[config.mk]
export PLATFORM = sky130hd
export DESIGN_NAME = alu_sequencer
export DESIGN_NICKNAME = d
export VERILOG_FILES = /design/src/rtl/alu_seq_pkg.sv /design/src/rtl/alu_seq_regfile4x4.sv /design/src/rtl/alu_sequencer.sv
export SDC_FILE = /design/constraint.sdc
export NUM_CORES = 1
export LEC_CHECK = 0
export CAP_MARGIN = 20
export CELL_PAD_IN_SITES_DETAIL_PLACEMENT = 1
export CELL_PAD_IN_SITES_GLOBAL_PLACEMENT = 2
export CORE_MARGIN = 2
export CORE_UTILIZATION = 30
export CTS_CLUSTER_SIZE = 40
export DETAILED_ROUTE_END_ITERATION = 12
export PLACE_DENSITY_LB_ADDON = 0.25
export REMOVE_ABC_BUFFERS = 1
export SKIP_CTS_REPAIR_TIMING = 1
export SLEW_MARGIN = 10
export SYNTH_ARGS = -nofsm -noshare
export SYNTH_HDL_FRONTEND = slang
export SYNTH_SLANG_ARGS = --single-unit
[constraint.sdc]
create_clock -name clk -period 1.5 [get_ports clk]
set_clock_uncertainty 0.2 [all_clocks]
set_input_delay 0.3 -clock clk [delete_from_list [all_inputs] [get_ports clk]]
set_output_delay 0.3 -clock clk [all_outputs]
set_load 0.03 [all_outputs]
[src/rtl/alu_seq_pkg.sv]
// alu_sequencer shared types and constants.
// Overflow helper exists only when ALU_SEQ_OVF_EN is defined.
package alu_seq_pkg;

  typedef enum logic [1:0] {
    IDLE = 2'd0,
    EXEC = 2'd1,
    DONE = 2'd2
  } state_t;

  localparam int LDI_BIT = 3;

  localparam logic [2:0] OP_ADD  = 3'b000;
  localparam logic [2:0] OP_SUB  = 3'b001;
  localparam logic [2:0] OP_NEGA = 3'b010;
  localparam logic [2:0] OP_NEGB = 3'b011;

  localparam int FLAG_ZERO  = 0;
  localparam int FLAG_CARRY = 1;
  localparam int FLAG_SIGN  = 2;
  localparam int FLAG_OVF   = 3;

`ifdef ALU_SEQ_OVF_EN
  function automatic logic ovf_calc(
    input logic [2:0] op,
    input logic [3:0] a,
    input logic [3:0] b,
    input logic [3:0] r
  );
    logic v;
    v = 1'b0;
    unique case (1'b1)
      op == OP_ADD: v = (a[3] == b[3]) && (r[3] != a[3]);
      op == OP_SUB: v = (a[3] != b[3]) && (r[3] != a[3]);
      default:      v = 1'b0;
    endcase
    return v;
  endfunction
`endif

endpackage

[src/rtl/alu_seq_regfile4x4.sv]
// Four 4-bit registers: one sync write, three comb reads.
// Reset wins over a same-cycle write.
module regfile4x4
  import alu_seq_pkg::*;
(
  input  logic       clk,
  input  logic       reset,
  input  logic       we,
  input  logic [1:0] wa,
  input  logic [3:0] wd,
  input  logic [1:0] rs_addr,
  input  logic [1:0] rt_addr,
  input  logic [1:0] dbg_addr,
  output logic [3:0] rs_data,
  output logic [3:0] rt_data,
  output logic [3:0] dbg_data
);

  logic [3:0] regs [4];

  always_ff @(posedge clk) begin
    if (reset) begin
      for (int i = 0; i < 4; i++)
        regs[i] <= 4'd0;
    end else if (we) begin
      regs[wa] <= wd;
    end
  end

  assign rs_data  = regs[rs_addr];
  assign rt_data  = regs[rt_addr];
  assign dbg_data = regs[dbg_addr];

endmodule

[src/rtl/alu_sequencer.sv]
// Sequences LDI/ALU commands through an external ALU.
// Define ALU_SEQ_OVF_EN to add a registered signed-overflow flag.
module alu_sequencer
  import alu_seq_pkg::*;
(
  input  logic       clk,
  input  logic       reset,
  input  logic       cmd_valid,
  output logic       cmd_ready,
  input  logic [3:0] cmd_op,
  input  logic [1:0] cmd_rd,
  input  logic [1:0] cmd_rs,
  input  logic [1:0] cmd_rt,
  output logic [3:0] alu_A,
  output logic [3:0] alu_B,
  output logic [1:0] alu_op,
  output logic       alu_L,
  input  logic [3:0] alu_R,
  input  logic       alu_zero,
  input  logic       alu_carry,
  input  logic       alu_sign,
  output logic       done,
  output logic [3:0] flags,
  input  logic [1:0] dbg_addr,
  output logic [3:0] dbg_data
);

  state_t     state;
  logic [3:0] op_q;
  logic [1:0] rd_q;
  logic [3:0] imm_q;
  logic [2:0] flags_q;
  logic [3:0] rs_data;
  logic [3:0] rt_data;
  logic       accept;
  logic       we;
  logic [3:0] wd;

  assign accept = cmd_valid & cmd_ready;
  assign we     = (state == EXEC);
  assign wd     = op_q[LDI_BIT] ? imm_q : alu_R;

  regfile4x4 u_rf (
    .clk      (clk),
    .reset    (reset),
    .we       (we),
    .wa       (rd_q),
    .wd       (wd),
    .rs_addr  (cmd_rs),
    .rt_addr  (cmd_rt),
    .dbg_addr (dbg_addr),
    .rs_data  (rs_data),
    .rt_data  (rt_data),
    .dbg_data (dbg_data)
  );

  // Operands are captured at accept so EXEC sees pre-write values.
  always_ff @(posedge clk) begin
    if (reset) begin
      state     <= IDLE;
      cmd_ready <= 1'b1;
      done      <= 1'b0;
      alu_A     <= 4'd0;
      alu_B     <= 4'd0;
      alu_op    <= 2'd0;
      alu_L     <= 1'b0;
      op_q      <= 4'd0;
      rd_q      <= 2'd0;
      imm_q     <= 4'd0;
      flags_q   <= 3'd0;
    end else begin
      case (state)
        IDLE: begin
          if (accept) begin
            state     <= EXEC;
            cmd_ready <= 1'b0;
            op_q      <= cmd_op;
            rd_q      <= cmd_rd;
            imm_q     <= {cmd_rs, cmd_rt};
            if (!cmd_op[LDI_BIT]) begin
              alu_A <= rs_data;
              alu_B <= rt_data;
              {alu_L, alu_op} <= cmd_op[2:0];
            end
          end
        end
        EXEC: begin
          state  <= DONE;
          done   <= 1'b1;
          alu_A  <= 4'd0;
          alu_B  <= 4'd0;
          alu_op <= 2'd0;
          alu_L  <= 1'b0;
          if (!op_q[LDI_BIT])
            flags_q <= {alu_sign, alu_carry, alu_zero};
        end
        DONE: begin
          state     <= IDLE;
          done      <= 1'b0;
          cmd_ready <= 1'b1;
        end
        default: begin
          state     <= IDLE;
          done      <= 1'b0;
          cmd_ready <= 1'b1;
        end
      endcase
    end
  end

`ifdef ALU_SEQ_OVF_EN
  logic ovf_q;

  always_ff @(posedge clk) begin
    if (reset)
      ovf_q <= 1'b0;
    else if (state == EXEC && !op_q[LDI_BIT])
      ovf_q <= ovf_calc(op_q[2:0], alu_A, alu_B, alu_R);
  end

  assign flags = {ovf_q, flags_q};
`else
  assign flags = {1'b0, flags_q};
`endif

endmodule

Fig. 1: register map, names as in the netlist
Other sequential cells in the stronger gray, the rest of the logic in the fainter gray.
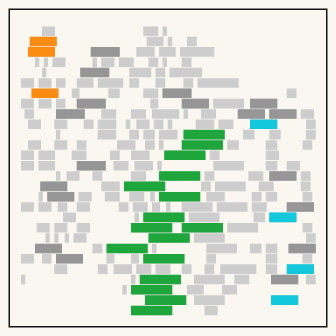
green -> u_rf.regs  # placed flops 16
orange -> flags_q  # placed flops 3
cyan -> alu_B  # placed flops 4

Fig. 2: congestion heat map
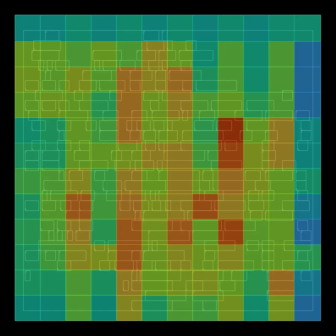
Final Util: 0.464
layer with the highest usage: met2
M1 GR Usage: 0.169
GRT met2 Usage: 0.232

Fig. 3: cell classes on the final placement
Bar = 20 um.
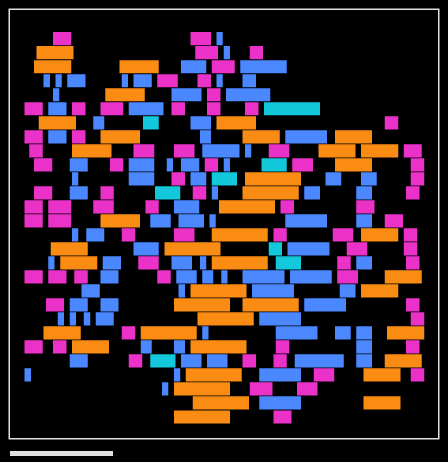
orange -> flip-flops  # cells 41, share of their area 37%
cyan -> clock drivers and dummy loads  # cells 8, share of their area 4.3%
magenta -> other buffers and delay cells  # cells 73, share of their area 25%
blue -> all other logic  # cells 87, share of their area 34%
fraction of area in registers: 0.355
Core Area: 5990 sq um
num rows: 28

Fig. 4: clock distribution
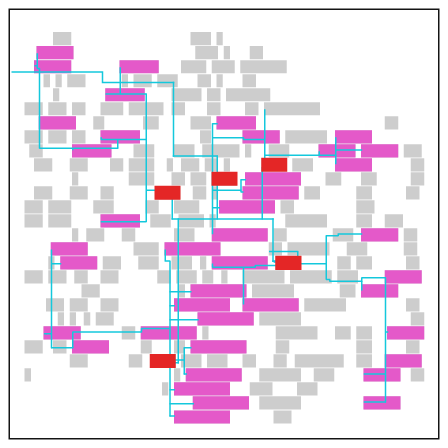
red -> cells driving clock nets  # count 5
magenta -> flip-flops  # count 41
cyan -> clock wires  # length 541 um
routed clock nets = 6

==> results_dict.tcl <==
# yosys + openroad results
set metrics [dict create \
    rrSetupSlack_ns -0.08 \
    status "complete, but fails checks" \
    port_buffers 41 \
    p_switching_uw 689 \
    h-tree-depth 2 \
    vias 1368 \
    warnings 26 \
    drive_gt1_frac 0.474 \
    r2r_end "alu_A[1]" \
    max_stage_delay_ns 0.50 \
    ys_cells 138 \
    critPathCaptureType "output pin" \
    hold_class "primary input to register" \
    wirelength_mm 4.77 \
    ant_nets 0 \
    setup_ws_ns -0.375 \
    p_int_uw 1990 \
    violations "setup timing" \
    worstPathRequired_ns 1.00 \
    synthFlopType "dfxtp_1" \
    finalSetupViolCount 25 \
    cp_cell_sequence "mux4_2 -> buf_6" \
]
state kept, by name (all words and copies together), names as in the netlist:
name / count
cmd_ready: 1
imm_q: 4
state: 2
alu_A: 4
done: 1
u_rf.regs: 16
alu_op: 2
op_q: 1
rd_q: 2
alu_B: 4
flags_q: 3
alu_L: 1
how the worst min path moves through the flow:
stage,startpoint,endpoint,slack [ns],cells after the start
2_1_floorplan,reset,state[0],0.17,1
3_3_place_gp,done,done,0.26,1
3_5_place_dp,alu_op[1],alu_op[1],0.26,1
4_1_cts,alu_op[1],alu_op[1],0.29,1
5_1_grt,cmd_valid,cmd_ready,0.24,4
6_report,cmd_valid,cmd_ready,0.22,4
cell families (layout without fill, tap and decap cells):
group,Yosys count,in the layout,share of synthesized area
buffers and inverters,13,84,0.0473
other,1,1,0.00200
muxes,26,26,0.223
DFF,41,41,0.523
AOI/OAI and AO/OA,14,14,0.0673
and+or+nand+nor,43,43,0.138
worst min-delay path, delay by kind of cell:
family	cells	cell delay, ns
and+or+nand+nor	3	0.20
buffers and inverters	1	0.17
stage by stage:
stage	total power (uW)	utilization	std cells	hold WS [ns]	cell area, sq um
4_1_cts	2630	0.430	278	0.286	2570
6_report	2680	0.464	284	0.217	2780
2_1_floorplan	1500	-	128	0.172	1800
5_1_grt	2810	0.464	284	0.238	2780
3_3_place_gp	1720	0.410	270	0.256	2460
3_5_place_dp	1730	0.410	270	0.265	2460
power by group through the flow:
| stage | Combinational, uW | Sequential [uW] | Clock [uW] |
|---|---|---|---|
| finish | 514 | 1260 | 908 |
| global placement | 443 | 1270 | 0 |
| global route | 551 | 1260 | 991 |
| detailed placement | 456 | 1280 | 0 |
| CTS | 457 | 1250 | 923 |
| floorplan | 192 | 1310 | 0 |
layout by cell type (no fill, tap or decap), types with 2 or more instances in the layout:
| cell | count |
|---|---|
| a22o_1 | 11 |
| buf_4 | 38 |
| buf_6 | 14 |
| clkbuf_8 | 5 |
| clkdlybuf4s50_1 | 15 |
| dfxtp_1 | 19 |
| dfxtp_2 | 6 |
| dlymetal6s2s_1 | 6 |
| edfxtp_1 | 16 |
| inv_1 | 2 |
| mux2i_1 | 14 |
| mux4_2 | 11 |
| nand2_1 | 3 |
| nand2b_4 | 5 |
| nor2_1 | 18 |
| nor2_2 | 4 |
| nor2_4 | 5 |
per-layer routing:
metal,global-route usage,part of all wire,up-vias,routed length (um)
met4,0.0358,0.011,0,53
li1,-,-,648,-
met2,0.232,0.52,51,2480
met3,0.0338,0.041,8,195
met5,0,0,-,0
met1,0.169,0.43,661,2040
cell type report:
type | instances | area share
sequential | 41 | 0.355
multi-input combinational | 84 | 0.325
timing repair buffer | 73 | 0.240
tap | 75 | 0.0337
clock buffer | 5 | 0.0247
clock inverter | 3 | 0.0166
inverter | 3 | 0.00405
Power is estimated from default activity; no workload was simulated.
